<file path="src/rtl/vdma_pkg.sv">
// Shared definitions for the VDMA read path: scheduler state encoding and
// the bytes-per-beat helper used for address stepping.
package vdma_pkg;

  typedef enum logic [2:0] {
    S_IDLE  = 3'd0,
    S_LOAD  = 3'd1,
    S_CHECK = 3'd2,
    S_ISSUE = 3'd3,
    S_WAIT  = 3'd4,
    S_DONE  = 3'd5
  } rbs_state_e;

  localparam int unsigned AXI_DSIZE_DEFAULT = 256;
  localparam int unsigned BYTES_PER_BEAT    = AXI_DSIZE_DEFAULT / 8;

  function automatic int unsigned beat_bytes(input int unsigned dsize);
    return dsize / 8;
  endfunction

endpackage

</file>
<file path="src/rtl/burst_len_sel.sv">
// Picks the next burst length: min(remaining beats, normal burst length),
// flagging short (tail) bursts and an exhausted frame.
module burst_len_sel #(
  parameter int unsigned NOR_BURST_LEN = 200,
  parameter int unsigned LSIZE         = 9
) (
  input  logic [31:0]      i_remain,
  output logic [LSIZE-1:0] o_cur_len,
  output logic             o_is_tail,
  output logic             o_is_zero
);
  import vdma_pkg::*;

  localparam logic [31:0]      NOR32   = 32'(NOR_BURST_LEN);
  localparam logic [LSIZE-1:0] NOR_LEN = LSIZE'(NOR_BURST_LEN);

  // Length clamp and tail classification
  always_comb begin
    o_cur_len = {LSIZE{1'b0}};
    o_is_tail = 1'b0;
    o_is_zero = (i_remain == 32'd0);
    if (i_remain >= NOR32) begin
      o_cur_len = NOR_LEN;
      o_is_tail = 1'b0;
    end else begin
      o_cur_len = LSIZE'(i_remain);
      o_is_tail = ~o_is_zero;
    end
  end

endmodule

</file>
<file path="src/rtl/read_burst_scheduler.sv">
// Splits a frame read into AXI bursts of NOR_BURST_LEN beats plus one tail,
// issuing one command at a time and only when the downstream FIFO has room.
module read_burst_scheduler #(
  parameter int unsigned NOR_BURST_LEN = 200,
  parameter int unsigned LSIZE         = 9,
  parameter int unsigned AXI_DSIZE     = 256,
  parameter int unsigned ASIZE         = 32
) (
  input  logic             clock,
  input  logic             rst_n,
  input  logic             fsync,
  input  logic [ASIZE-1:0] base_addr,
  input  logic [31:0]      total_beats,
  input  logic [15:0]      fifo_space,
  output logic             cmd_valid,
  input  logic             cmd_ready,
  output logic [ASIZE-1:0] cmd_addr,
  output logic [LSIZE-1:0] cmd_len,
  input  logic             data_last,
  output logic             burst_done,
  output logic             tail_done,
  output logic             frame_done,
  output logic             busy,
  output logic             overrun
);
  import vdma_pkg::*;

  localparam logic [ASIZE-1:0] BPB = ASIZE'(beat_bytes(AXI_DSIZE));

  rbs_state_e       r_state;
  rbs_state_e       w_next;
  logic [ASIZE-1:0] r_addr;
  logic [31:0]      r_remain;
  logic             r_restart_pend;
  logic             r_tail;

  logic [31:0]      w_sel_remain;
  logic [ASIZE-1:0] w_sel_addr;
  logic [LSIZE-1:0] w_cur_len;
  logic             w_is_tail;
  logic             w_is_zero;
  logic             w_space_ok;
  logic             w_restart;
  logic             w_handshake;
  logic             w_enter_issue;

  // LOAD evaluates the first burst straight from the inputs so a frame with
  // room available goes LOAD -> ISSUE without an extra CHECK cycle.
  assign w_sel_remain = (r_state == S_LOAD) ? total_beats : r_remain;
  assign w_sel_addr   = (r_state == S_LOAD) ? base_addr   : r_addr;

  burst_len_sel #(
    .NOR_BURST_LEN (NOR_BURST_LEN),
    .LSIZE         (LSIZE)
  ) u_len_sel (
    .i_remain  (w_sel_remain),
    .o_cur_len (w_cur_len),
    .o_is_tail (w_is_tail),
    .o_is_zero (w_is_zero)
  );

  assign w_space_ok    = ({16'd0, fifo_space} >= 32'(w_cur_len));
  assign w_restart     = r_restart_pend | (fsync & (r_state != S_IDLE));
  assign w_handshake   = (r_state == S_ISSUE) & cmd_ready;
  assign w_enter_issue = (w_next == S_ISSUE) & (r_state != S_ISSUE);

  // Next-state decode
  always_comb begin
    w_next = r_state;
    case (r_state)
      S_IDLE: begin
        if (fsync) begin
          w_next = S_LOAD;
        end else begin
          w_next = S_IDLE;
        end
      end
      S_LOAD: begin
        if (w_restart || w_is_zero || !w_space_ok) begin
          w_next = S_CHECK;
        end else begin
          w_next = S_ISSUE;
        end
      end
      S_CHECK: begin
        if (w_restart) begin
          w_next = S_LOAD;
        end else if (w_is_zero) begin
          w_next = S_DONE;
        end else if (w_space_ok) begin
          w_next = S_ISSUE;
        end else begin
          w_next = S_CHECK;
        end
      end
      S_ISSUE: begin
        if (cmd_ready) begin
          w_next = S_WAIT;
        end else begin
          w_next = S_ISSUE;
        end
      end
      S_WAIT: begin
        if (data_last && w_restart) begin
          w_next = S_LOAD;
        end else if (data_last) begin
          w_next = S_CHECK;
        end else begin
          w_next = S_WAIT;
        end
      end
      S_DONE: begin
        if (w_restart) begin
          w_next = S_LOAD;
        end else begin
          w_next = S_IDLE;
        end
      end
      default: begin
        w_next = S_IDLE;
      end
    endcase
  end

  // State, frame bookkeeping and registered outputs
  always_ff @(posedge clock or negedge rst_n) begin
    if (!rst_n) begin
      r_state        <= S_IDLE;
      r_addr         <= {ASIZE{1'b0}};
      r_remain       <= 32'd0;
      r_restart_pend <= 1'b0;
      r_tail         <= 1'b0;
      cmd_valid      <= 1'b0;
      cmd_addr       <= {ASIZE{1'b0}};
      cmd_len        <= {LSIZE{1'b0}};
      burst_done     <= 1'b0;
      tail_done      <= 1'b0;
      frame_done     <= 1'b0;
      busy           <= 1'b0;
      overrun        <= 1'b0;
    end else begin
      r_state        <= w_next;
      r_restart_pend <= (w_next == S_LOAD) ? 1'b0 : w_restart;
      cmd_valid      <= (w_next == S_ISSUE);
      burst_done     <= (r_state == S_WAIT) & data_last & ~r_tail;
      tail_done      <= (r_state == S_WAIT) & data_last & r_tail;
      frame_done     <= (w_next == S_DONE);
      busy           <= (w_next != S_IDLE);
      overrun        <= fsync & (r_state != S_IDLE);

      if (r_state == S_LOAD) begin
        r_addr   <= base_addr;
        r_remain <= total_beats;
      end else if (w_handshake) begin
        r_addr   <= r_addr + (ASIZE'(cmd_len) * BPB);
        r_remain <= r_remain - 32'(cmd_len);
      end else begin
        r_addr   <= r_addr;
        r_remain <= r_remain;
      end

      // Command fields freeze on ISSUE entry and stay put until the handshake
      if (w_enter_issue) begin
        cmd_addr <= w_sel_addr;
        cmd_len  <= w_cur_len;
        r_tail   <= w_is_tail;
      end else begin
        cmd_addr <= cmd_addr;
        cmd_len  <= cmd_len;
        r_tail   <= r_tail;
      end
    end
  end

endmodule

</file>
<file path="config.mk">
export PLATFORM = sky130hd
export DESIGN_NAME = read_burst_scheduler
export DESIGN_NICKNAME = d
export VERILOG_FILES = /design/src/rtl/vdma_pkg.sv /design/src/rtl/burst_len_sel.sv /design/src/rtl/read_burst_scheduler.sv
export SDC_FILE = /design/constraint.sdc
export NUM_CORES = 1
export LEC_CHECK = 0
export CAP_MARGIN = 25
export CORE_UTILIZATION = 40
export CTS_CLUSTER_SIZE = 24
export DETAILED_ROUTE_END_ITERATION = 16
export DONT_BUFFER_PORTS = 1
export MAX_ROUTING_LAYER = met4
export SETUP_SLACK_MARGIN = 0.02
export SYNTH_ARGS = -nofsm -noshare
export SYNTH_HDL_FRONTEND = slang
export SYNTH_HIERARCHICAL = 1
export SYNTH_SLANG_ARGS = --single-unit
</file>
<file path="constraint.sdc">
create_clock -name clock -period 11.65 [get_ports clock]
set_clock_uncertainty 0.05 [all_clocks]
set_input_delay 1.7475 -clock clock [delete_from_list [all_inputs] [get_ports clock]]
set_output_delay 1.7475 -clock clock [all_outputs]
set_load 0.02 [all_outputs]
</file>
Fig. 1: track usage over the die
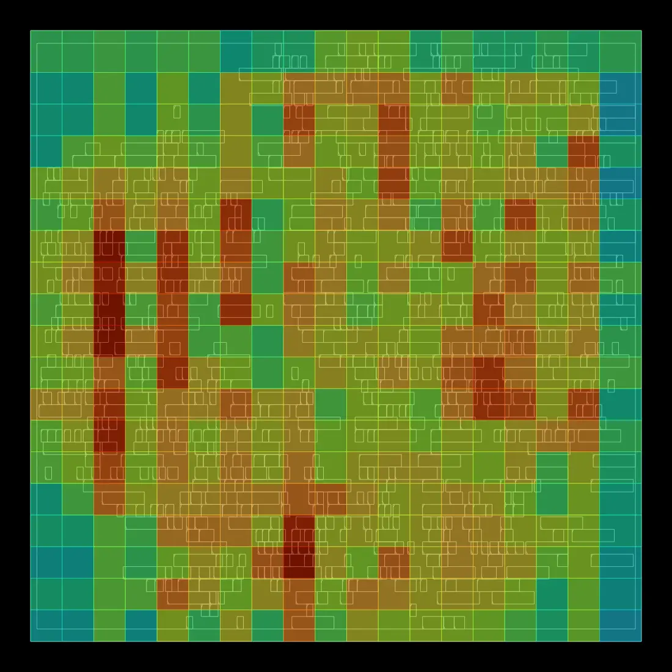
Avg WL per Cell: 17.0 um
total global-route track usage: 21.6%
post-layout util: 46.4%
met2 usage: 32.3%

Fig. 2: wiring by layer
Bar = 50 um.
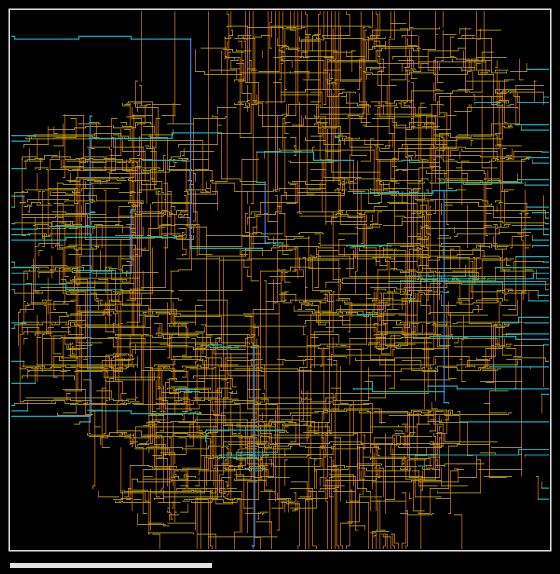
[orange] M2 | wire length: 8090 um
[cyan] M3 | wire length: 929 um
[yellow] M1 | wire length: 8460 um
[blue] M4 | wire length: 259 um

Fig. 3: clock wires, drivers and flops
Bar = 50 um.
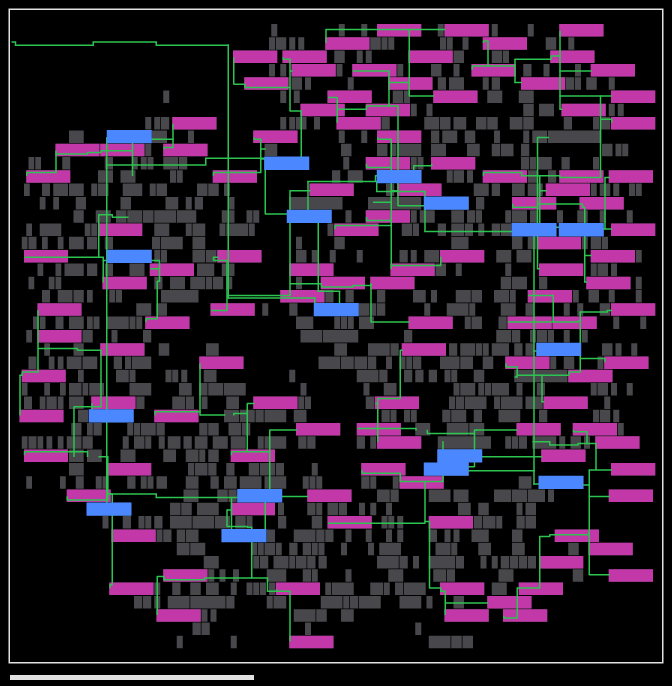
[green] clock wires | length: 1780 um
[magenta] flip-flops | count: 116
[blue] clock-net drivers | count: 17
routed clock nets: 18

Fig. 4: power grid
Pins as bars on the die edge. Tap cells in gray.
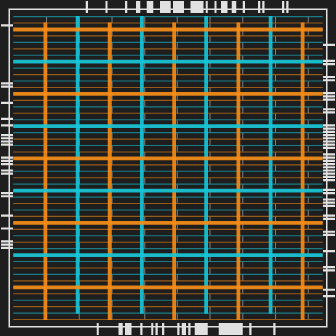
[orange] VSS
[cyan] VDD
met5 straps: 9
met4 straps: 9

Fig. 5: placed cells, one color a class
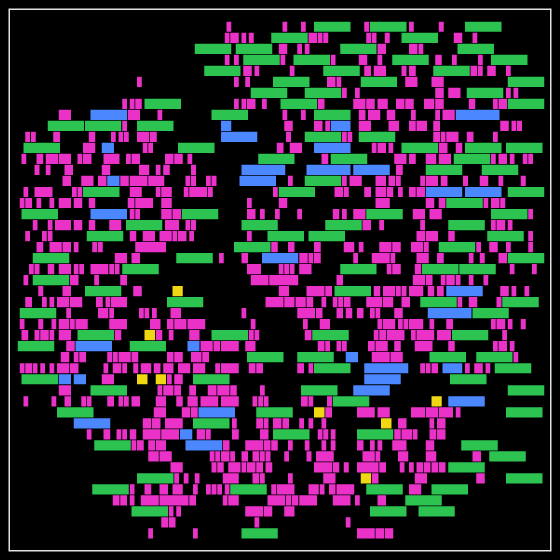
[green] sequential cells | cells: 116 | share of their area: 39%
[yellow] remaining buffers and delay cells | cells: 8 | share of their area: 0.80%
[magenta] remaining logic cells | cells: 669 | share of their area: 51%
[blue] clock drivers and dummy loads | cells: 32 | share of their area: 9.0%

==> results.json <==
{
  "crit_fanout": 83,
  "largest_area_cell": "dfrtp_1",
  "synthArstFlopShare_pct": 100,
  "finalHoldViolCount": 0,
  "crit_type": "reg -> reg",
  "portBuffers": 0,
  "topCellsByArea": "dfrtp_1 42%, nand2_1 11%, o21ai_0 4.9%",
  "final_cell_mix": "194 x nand2_1, 116 x dfrtp_1, 68 x o21ai_0, 68 x nor2_1, 38 x a31oi_1",
  "intPower_w": 0.00140,
  "hp-class": "reg -> reg",
  "reg2reg_from": "r_state[0]",
  "ys_sh_simple_pct": 26.3,
  "gp_congestion": 0.887,
  "crit_chain": "or3b_2, buf_4, nand2_1, nand2_1, nor4_1, nand3_1, nor3_1, inv_1, ha_1, o211ai_1, nor2_1, a32oi_1, a2111oi_2, buf_4, mux2_2",
  "syn_nets": 942,
  "drv_slew": 0,
  "reg2reg_setup_slack_ns": 6.43,
  "drive_above_1_share_pct": 7.52,
  "warning_count": 28,
  "met3_usage_pct": 4.79,
  "wl_met3_um": 928,
  "design_area_um2": 7750,
  "worst_slack_ns": 6.43,
  "cts_buffers": 17,
  "met1_length_um": 8460,
  "chip_area_um2": 17800,
  "p_leak_nw": 3.30,
  "period_used_pct": 44.8,
  "drt_wl_total_um": 17700,
  "synth_seq_share_pct": 42.1,
  "adder_share_pct": 5.48,
  "hold_depth": 1,
  "timing.rr.end": "cmd_len[0]",
  "pwr-share-clk_pct": 23.6,
  "grt_pass1_vias": 5562,
  "regArea_um2": 2900,
  "yosysChipArea_um2": 6900,
  "max-cap-violations": 0,
  "critPathLaunchType": "flip-flop",
  "area_growth_pct": 12.3,
  "ctsRootBufferMaster": "clkbuf_16",
  "synth_top_area_share_pct": 42.1,
  "peakVddDrop_mv": 0.127,
  "mux_area_share_pct": 0.598,
  "relSlewSlack_pct": 45.3,
  "cts_buffer_depth": 2,
  "fmax_mhz": 192,
  "grt.overflow.total": 0,
  "cp_data_required_time_ns": 11.91,
  "drc": 0,
  "synthesis.area_um2": 6900,
  "worstHoldEndpoint": "burst_done",
  "drtIter0Drc": 338,
  "setup_violations": 0,
  "instances_no_fill": 1045,
  "synth_cell_types": 66,
  "numClockSinks": 116,
  "hold_buffers": 0,
  "reg2reg_depth": 15,
  "switching_share_pct": 45.0,
  "grt-busiest-layer": "met2",
  "numPlacedInstances": 1012,
  "seqPwrFrac_pct": 34.1,
  "dp.final_hpwl_um": 12200,
  "xor_area_share_pct": 5.58,
  "end_kind": "flip-flop",
  "io_pins": 132,
  "ctsResizeCount": 0,
  "synthesis.instances": 828,
  "pwr-share-comb_pct": 42.2,
  "h-tree-depth": 4,
  "syn_area_per_cell_um2": 8.33,
  "powerDensity_nw_per_um2": 327,
  "grt_max_degree": 117,
  "status": "completed",
  "critPathTopFamily": "simple AND/OR/NAND/NOR gates",
  "fp.dieH_um": 133,
  "fin_worst_hold_slack_ns": 0.380,
  "tightest_slew_ns": 0.817,
  "ys.flop_type": "dfrtp_1",
  "routed.top_layer": "met4",
  "path_clk_slew_ns": 0.06,
  "wl_met2_um": 8090,
  "grt_setup_unrepaired": "no",
  "dieWidth_um": 133,
  "ys_sh_aoi_pct": 15.6,
  "placed_cell_area_um2": 7070,
  "mostFrequentLayoutCell": "nand2_1",
  "post-place-ws_ns": 6.23,
  "slowest_delay_ns": 0.65,
  "final.setup.tns_ns": 0,
  "fin_nets": 926,
  "arrival_ns": 5.47,
  "hp-start": "r_tail",
  "yosys_cells": 828,
  "synth-seq-cells": 116,
  "power_w": 0.00254,
  "clk_latency_ns": 0.42,
  "switchingPower_w": 0.00114,
  "grtUsageMet1_pct": 29.0,
  "cts_tree": "done",
  "num-fill-cells": 1664
}
[power groups by stage]
| stage | clock network [W] | registers [W] | logic [W] |
|---|---|---|---|
| finish | 0.000599 | 0.000865 | 0.00107 |
| global route | 0.000627 | 0.000895 | 0.00123 |
| CTS | 0.000613 | 0.000867 | 0.00107 |
| detailed placement | 0 | 0.000873 | 0.00107 |
| global placement | 0 | 0.000870 | 0.00106 |
| floorplan | 0 | 0.000809 | 0.000874 |
[layout make-up]
type	count	area share, %
multi-input combinational	637	48.0
clock buffer	19	5.85
sequential	116	37.5
timing repair buffer	8	0.775
clock inverter	13	2.83
inverter	32	1.55
tap	220	3.55
[Yosys cell counts, types with 9 or more instances]
cell      count
a21oi_1      18
a31oi_1      38
clkbuf_1     41
dfrtp_1     116
ha_1         27
inv_1        32
nand2_1     194
nand3_1      15
nor2_1       68
nor3_1       23
nor4_1       15
o211ai_1      9
o21ai_0      68
or3_1         9
xnor2_1      22
xor2_1       22
[state kept, by name (all words and copies together), names as in the netlist]
name / cells
frame_done: 1
busy: 1
overrun: 1
tail_done: 1
cmd_valid: 1
r_tail: 1
cmd_addr: 32
burst_done: 1
r_remain: 32
r_state: 3
r_restart_pend: 1
r_addr: 32
cmd_len: 9
[how the worst max path moves through the flow]
| stage | start | end | slack, ns | cells past startpoint |
|---|---|---|---|---|
| after detailed placement | total_beats[15] | cmd_len[0] | 6.23 | 13 |
| after global routing | r_state[0] | cmd_len[0] | 5.92 | 15 |
| after CTS | r_state[0] | cmd_len[0] | 6.37 | 15 |
| final | r_state[0] | cmd_len[0] | 6.43 | 15 |
| after global placement | total_beats[15] | cmd_len[0] | 6.27 | 13 |
| after floorplan | total_beats[19] | cmd_addr[0] | 7.09 | 15 |
No activity file was given, so power comes from the tool's default toggle rates.
